**Pin map**

The bar under the picture is 50 um long. Pins as bars across the die edge, other pins in grey.
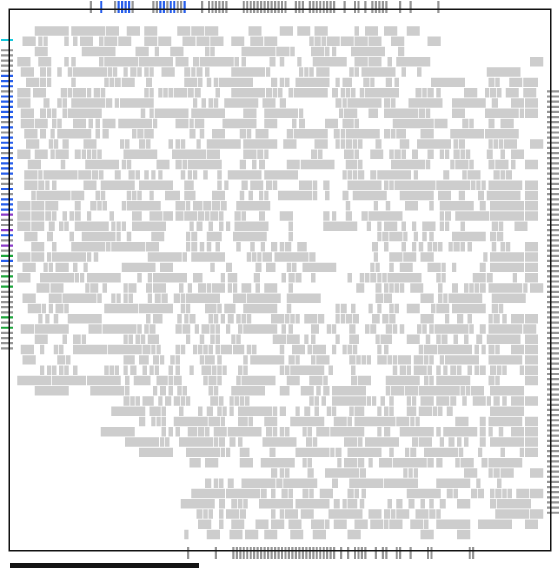
**Cells by drive strength**

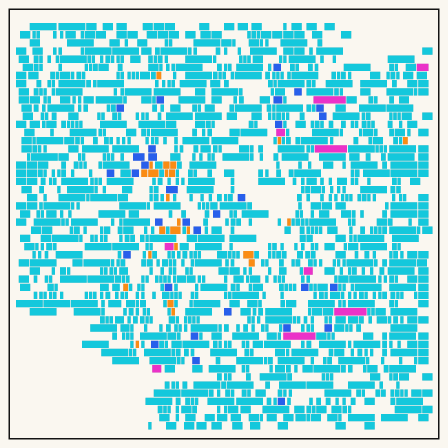
**Zoomed window**

Region (97, 97) to (117, 117) um. Cells in grey, sequential cells in the stronger grey; small squares are vias.
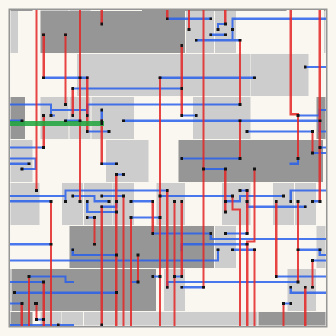
**Cell placement**

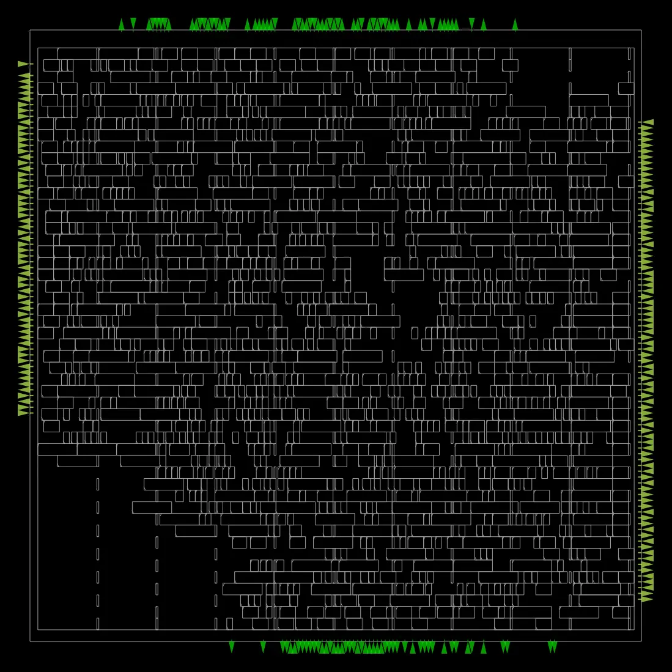
**Cell area per tile**

14 x 14 tiles, from white (low) to dark blue (high), 0 to 100% covered.
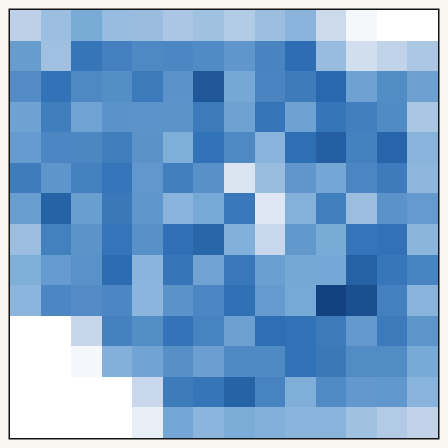
### src/rtl/mem_access_stage.sv
// Memory-access stage: turns the ALU result into a writeback value or a data-bus
// load/store, with misaligned, illegal-op and bus-timeout exceptions.
module mem_access_stage #(
  parameter int MAX_WAIT  = 255,
  parameter int CNT_WIDTH = 16
) (
  input  logic        clk,
  input  logic        rst_n,
  input  logic        in_valid,
  input  logic [2:0]  in_op,
  input  logic [31:0] in_alu_result,
  input  logic [31:0] in_store_data,
  input  logic [4:0]  in_dest,
  output logic        stall,
  output logic        bus_req,
  output logic        bus_we,
  output logic [31:0] bus_addr,
  output logic [3:0]  bus_be,
  output logic [31:0] bus_wdata,
  input  logic [31:0] bus_rdata,
  input  logic        bus_ack,
  output logic        wb_valid,
  output logic [31:0] wb_data,
  output logic [4:0]  wb_dest,
  output logic        exc_valid,
  output logic [1:0]  exc_code,
  output logic [31:0] exc_addr
);

  typedef enum logic { ST_IDLE = 1'b0, ST_BUSY = 1'b1 } state_t;

  localparam logic [2:0] OP_NONE = 3'd0;
  localparam logic [2:0] OP_LW   = 3'd1;
  localparam logic [2:0] OP_LB   = 3'd2;
  localparam logic [2:0] OP_LBU  = 3'd3;
  localparam logic [2:0] OP_SW   = 3'd4;
  localparam logic [2:0] OP_SB   = 3'd5;

  localparam logic [1:0] EXC_MISALIGN = 2'd0;
  localparam logic [1:0] EXC_TIMEOUT  = 2'd1;
  localparam logic [1:0] EXC_ILLEGAL  = 2'd2;

  localparam logic [CNT_WIDTH-1:0] WAIT_LIMIT = CNT_WIDTH'(MAX_WAIT);

  function automatic logic [7:0] lane_byte(input logic [31:0] word, input logic [1:0] lane);
    logic [7:0] b;
    case (lane)
      2'd0:    b = word[7:0];
      2'd1:    b = word[15:8];
      2'd2:    b = word[23:16];
      2'd3:    b = word[31:24];
      default: b = 8'h00;
    endcase
    return b;
  endfunction

  state_t               state_q, state_d;
  logic [CNT_WIDTH-1:0] cnt_q, cnt_d;
  logic [2:0]           op_q, op_d;
  logic [1:0]           lane_q, lane_d;
  logic [4:0]           dest_q, dest_d;
  logic [31:0]          addr_q, addr_d;
  logic                 bus_req_q, bus_req_d;
  logic                 bus_we_q, bus_we_d;
  logic [31:0]          bus_addr_q, bus_addr_d;
  logic [3:0]           bus_be_q, bus_be_d;
  logic [31:0]          bus_wdata_q, bus_wdata_d;
  logic                 wb_valid_q, wb_valid_d;
  logic [31:0]          wb_data_q, wb_data_d;
  logic [4:0]           wb_dest_q, wb_dest_d;
  logic                 exc_valid_q, exc_valid_d;
  logic [1:0]           exc_code_q, exc_code_d;
  logic [31:0]          exc_addr_q, exc_addr_d;
  logic                 start_s;
  logic [7:0]           rbyte_s;

  // Next-state and next-output computation for both states.
  always_comb begin
    state_d     = state_q;
    cnt_d       = cnt_q;
    op_d        = op_q;
    lane_d      = lane_q;
    dest_d      = dest_q;
    addr_d      = addr_q;
    bus_req_d   = bus_req_q;
    bus_we_d    = bus_we_q;
    bus_addr_d  = bus_addr_q;
    bus_be_d    = bus_be_q;
    bus_wdata_d = bus_wdata_q;
    wb_valid_d  = 1'b0;
    wb_data_d   = wb_data_q;
    wb_dest_d   = wb_dest_q;
    exc_valid_d = 1'b0;
    exc_code_d  = exc_code_q;
    exc_addr_d  = exc_addr_q;
    start_s     = 1'b0;
    rbyte_s     = lane_byte(bus_rdata, lane_q);

    case (state_q)
      ST_IDLE: begin
        if (in_valid) begin
          case (in_op)
            OP_NONE: begin
              wb_valid_d = 1'b1;
              wb_data_d  = in_alu_result;
              wb_dest_d  = in_dest;
            end
            OP_LW, OP_SW: begin
              if (in_alu_result[1:0] != 2'b00) begin
                exc_valid_d = 1'b1;
                exc_code_d  = EXC_MISALIGN;
                exc_addr_d  = in_alu_result;
              end else begin
                start_s = 1'b1;
              end
            end
            OP_LB, OP_LBU, OP_SB: start_s = 1'b1;
            default: begin
              exc_valid_d = 1'b1;
              exc_code_d  = EXC_ILLEGAL;
              exc_addr_d  = in_alu_result;
            end
          endcase
        end else begin
          state_d = ST_IDLE;
        end

        if (start_s) begin
          state_d    = ST_BUSY;
          cnt_d      = {CNT_WIDTH{1'b0}};
          op_d       = in_op;
          lane_d     = in_alu_result[1:0];
          dest_d     = in_dest;
          addr_d     = in_alu_result;
          bus_req_d  = 1'b1;
          bus_we_d   = (in_op == OP_SW) || (in_op == OP_SB);
          bus_addr_d = {in_alu_result[31:2], 2'b00};
          case (in_op)
            OP_LW:   begin bus_be_d = 4'b1111; bus_wdata_d = 32'h0000_0000; end
            OP_SW:   begin bus_be_d = 4'b1111; bus_wdata_d = in_store_data; end
            OP_SB:   begin bus_be_d = 4'b0001 << in_alu_result[1:0]; bus_wdata_d = {4{in_store_data[7:0]}}; end
            default: begin bus_be_d = 4'b0001 << in_alu_result[1:0]; bus_wdata_d = 32'h0000_0000; end
          endcase
        end else begin
          cnt_d = cnt_q;
        end
      end
      ST_BUSY: begin
        // Ack has priority over the wait limit when both land on the same cycle.
        if (bus_ack) begin
          state_d   = ST_IDLE;
          bus_req_d = 1'b0;
          case (op_q)
            OP_LW:   begin wb_valid_d = 1'b1; wb_dest_d = dest_q; wb_data_d = bus_rdata; end
            OP_LB:   begin wb_valid_d = 1'b1; wb_dest_d = dest_q; wb_data_d = {{24{rbyte_s[7]}}, rbyte_s}; end
            OP_LBU:  begin wb_valid_d = 1'b1; wb_dest_d = dest_q; wb_data_d = {24'h00_0000, rbyte_s}; end
            default: wb_valid_d = 1'b0;
          endcase
        end else if (cnt_q == WAIT_LIMIT) begin
          state_d     = ST_IDLE;
          bus_req_d   = 1'b0;
          exc_valid_d = 1'b1;
          exc_code_d  = EXC_TIMEOUT;
          exc_addr_d  = addr_q;
        end else begin
          cnt_d = cnt_q + CNT_WIDTH'(1);
        end
      end
      default: state_d = ST_IDLE;
    endcase
  end

  // State and output registers; reset clears the bus request without a clock.
  always_ff @(posedge clk or negedge rst_n) begin
    if (!rst_n) begin
      state_q     <= ST_IDLE;
      cnt_q       <= {CNT_WIDTH{1'b0}};
      op_q        <= 3'd0;
      lane_q      <= 2'd0;
      dest_q      <= 5'd0;
      addr_q      <= 32'h0000_0000;
      bus_req_q   <= 1'b0;
      bus_we_q    <= 1'b0;
      bus_addr_q  <= 32'h0000_0000;
      bus_be_q    <= 4'b0000;
      bus_wdata_q <= 32'h0000_0000;
      wb_valid_q  <= 1'b0;
      wb_data_q   <= 32'h0000_0000;
      wb_dest_q   <= 5'd0;
      exc_valid_q <= 1'b0;
      exc_code_q  <= 2'd0;
      exc_addr_q  <= 32'h0000_0000;
    end else begin
      state_q     <= state_d;
      cnt_q       <= cnt_d;
      op_q        <= op_d;
      lane_q      <= lane_d;
      dest_q      <= dest_d;
      addr_q      <= addr_d;
      bus_req_q   <= bus_req_d;
      bus_we_q    <= bus_we_d;
      bus_addr_q  <= bus_addr_d;
      bus_be_q    <= bus_be_d;
      bus_wdata_q <= bus_wdata_d;
      wb_valid_q  <= wb_valid_d;
      wb_data_q   <= wb_data_d;
      wb_dest_q   <= wb_dest_d;
      exc_valid_q <= exc_valid_d;
      exc_code_q  <= exc_code_d;
      exc_addr_q  <= exc_addr_d;
    end
  end

  assign stall     = (state_q == ST_BUSY);
  assign bus_req   = bus_req_q;
  assign bus_we    = bus_we_q;
  assign bus_addr  = bus_addr_q;
  assign bus_be    = bus_be_q;
  assign bus_wdata = bus_wdata_q;
  assign wb_valid  = wb_valid_q;
  assign wb_data   = wb_data_q;
  assign wb_dest   = wb_dest_q;
  assign exc_valid = exc_valid_q;
  assign exc_code  = exc_code_q;
  assign exc_addr  = exc_addr_q;

endmodule

### config.mk
export PLATFORM = sky130hd
export DESIGN_NAME = mem_access_stage
export DESIGN_NICKNAME = d
export VERILOG_FILES = /design/src/rtl/mem_access_stage.sv
export SDC_FILE = /design/constraint.sdc
export NUM_CORES = 1
export LEC_CHECK = 0
export ABC_AREA = 1
export CAP_MARGIN = 20
export CORE_MARGIN = 1.5
export CORE_UTILIZATION = 43
export CTS_BUF_LIST = sky130_fd_sc_hd__clkbuf_4
export DETAILED_ROUTE_END_ITERATION = 16
export PLACE_DENSITY_LB_ADDON = 0.2
export RECOVER_POWER = 50
export SLEW_MARGIN = 20
export SYNTH_ARGS = -nofsm -noshare
export SYNTH_HDL_FRONTEND = slang
export SYNTH_SLANG_ARGS = --single-unit
### constraint.sdc
create_clock -name clk -period 3.46 [get_ports clk]
set_input_delay 0.346 -clock clk [delete_from_list [all_inputs] [get_ports clk]]
set_output_delay 0.346 -clock clk [all_outputs]
set_load 0.05 [all_outputs]
==> CHANGELOG.md <==
### Changed

- Slowest cell on the critical path: clkdlybuf4s50_1
- Outcome: finished clean
- DR DRC count: 0
- Largest net degree at the start of global routing: around 110
- DR WL met2: 11.5 mm
- Core Rows: 50
- Most frequent cell after synthesis: nand2_1
- Synth top area share: 0.499
- CP max FO: 17
- And-or/or-and share of the synthesized area: 0.0956
- Routing usage on met2: 0.409
- VDD IR max: between 400 and 500 uV
- Fmax: 374 MHz
- Fillcell total: 1,794
- XOR Share, Synth: 0.00936
- Clock buffer depth: 2
- DP HPWL: approximately 17 mm
- Synth Area per Inst: ~7.6 um^2
- Post-synth EDFFs: 0
- Actual slew at the worst max-slew pin: 1.22 ns
- Reg-to-reg critical path endpoint: exc_addr[7]
- And+or+nand+nor area frac: 0.300
- Clk ins delay skew pair: ~0.58 ns
- CTS Buf Count: 17
- HP Class: in -> reg
- Setup-failing EPs final: 0
- # hold bufs at CTS: 1
- Crit end category: output pin
- Place WS: 0.906 ns
- Final critical-path share of the clock period: 0.772
- ANT nets after route: 0
- Worst Reg2Reg Path Length in Cells: 9
- Commonest cells post-synth: nand2_1, dfrtp_1, nor2_1, a21oi_1, o21ai_1
- Setup TNS: 0 ns
- CP top delay family: buffers and inverters
- Die area: 20,400 um^2
- Origin of the worst setup path: stall
- Iteration-0 DRC Markers: about 510
- OpenROAD warnings: 30
- Bufs and invs on worst path: 1
- Critical path class: reg -> out
- CP startpoint kind: flip-flop
- Critical Path Max Stage Delay: ~0.95 ns
- Data required, critical path: just over 3 ns
- Top FF cell, synth: dfrtp_1
- Logic area: ~3400 um^2
Back to the opening pictures, 'pin map':
| port | colour | pins | direction | edge |
|---|---|---|---|---|
| wb_dest | green | 5 | output | left |
| clk | cyan | 1 | input | left |
| in_op | purple | 3 | input | left |
| in_store_data | blue | 32 | input | 22 left, 10 top |
DIE HEIGHT: 143 um
Die X: 143 um
port bufs: 249

Back to the opening pictures, 'cells by drive strength':
| size | colour | cells | share |
|---|---|---|---|
| drive 6 and up | magenta | 9 | 0.68% |
| drive 3 to 4 | blue | 31 | 2.4% |
| drive 2 | orange | 24 | 1.8% |
| drive 1 or less | cyan | 1,254 | 95% |
design area: 11,100 um^2
min setup slack post-route: 0.788 ns
Non-clk bufs: 261
Area Growth Syn to Fin: 31.5%

Back to the opening pictures, 'zoomed window':
| layer | colour |
|---|---|
| met3 | green |
| met2 | red |
| met1 | blue |
most frequent: nor2_1 (5), a21oi_1 (5), dfrtp_1 (4)
sequential cells in the window: 4
netlist names of flops here include: wb_data (3), exc_addr (1)
cells with their middle in the window: 25

Back to the opening pictures, 'cell placement':
Core ar.: 19,000 um^2
flop count: 168
register share of the cell area: 0.380

Back to the opening pictures, 'cell area per tile':
fullest tile: 93%
nearly empty tiles: 7.1%
tiles over 75% full: 6.1%
initial core utilization: 0.444
final core utilization: 0.584

-- area by class of cell --
class	instances	share of cell area
flip-flops and latches	168	0.380
multi-input cells	799	0.308
repair buffers	261	0.233
well taps	260	0.0294
inverters	58	0.0197
clock inverters	15	0.0179
clock buffers	17	0.0115
diodes	2	0.000452
-- worst min-delay path by stage --
stage	start	to	slack, ns	depth (start not counted)
floorplan	rst_n	addr_q[10]	0.05	0
global placement	exc_addr[1]	exc_addr[1]	0.46	2
global route	in_alu_result[14]	addr_q[14]	0.29	3
CTS	in_alu_result[16]	addr_q[16]	0.27	3
detailed placement	dest_q[3]	dest_q[3]	0.47	2
finish	in_dest[1]	dest_q[1]	0.33	3
-- report_power, final --
part           internal, mW  switching [mW]
Combinational          1.26            2.68
Clock                 0.578           0.724
Sequential             2.48           0.349
Total                  4.31            3.76
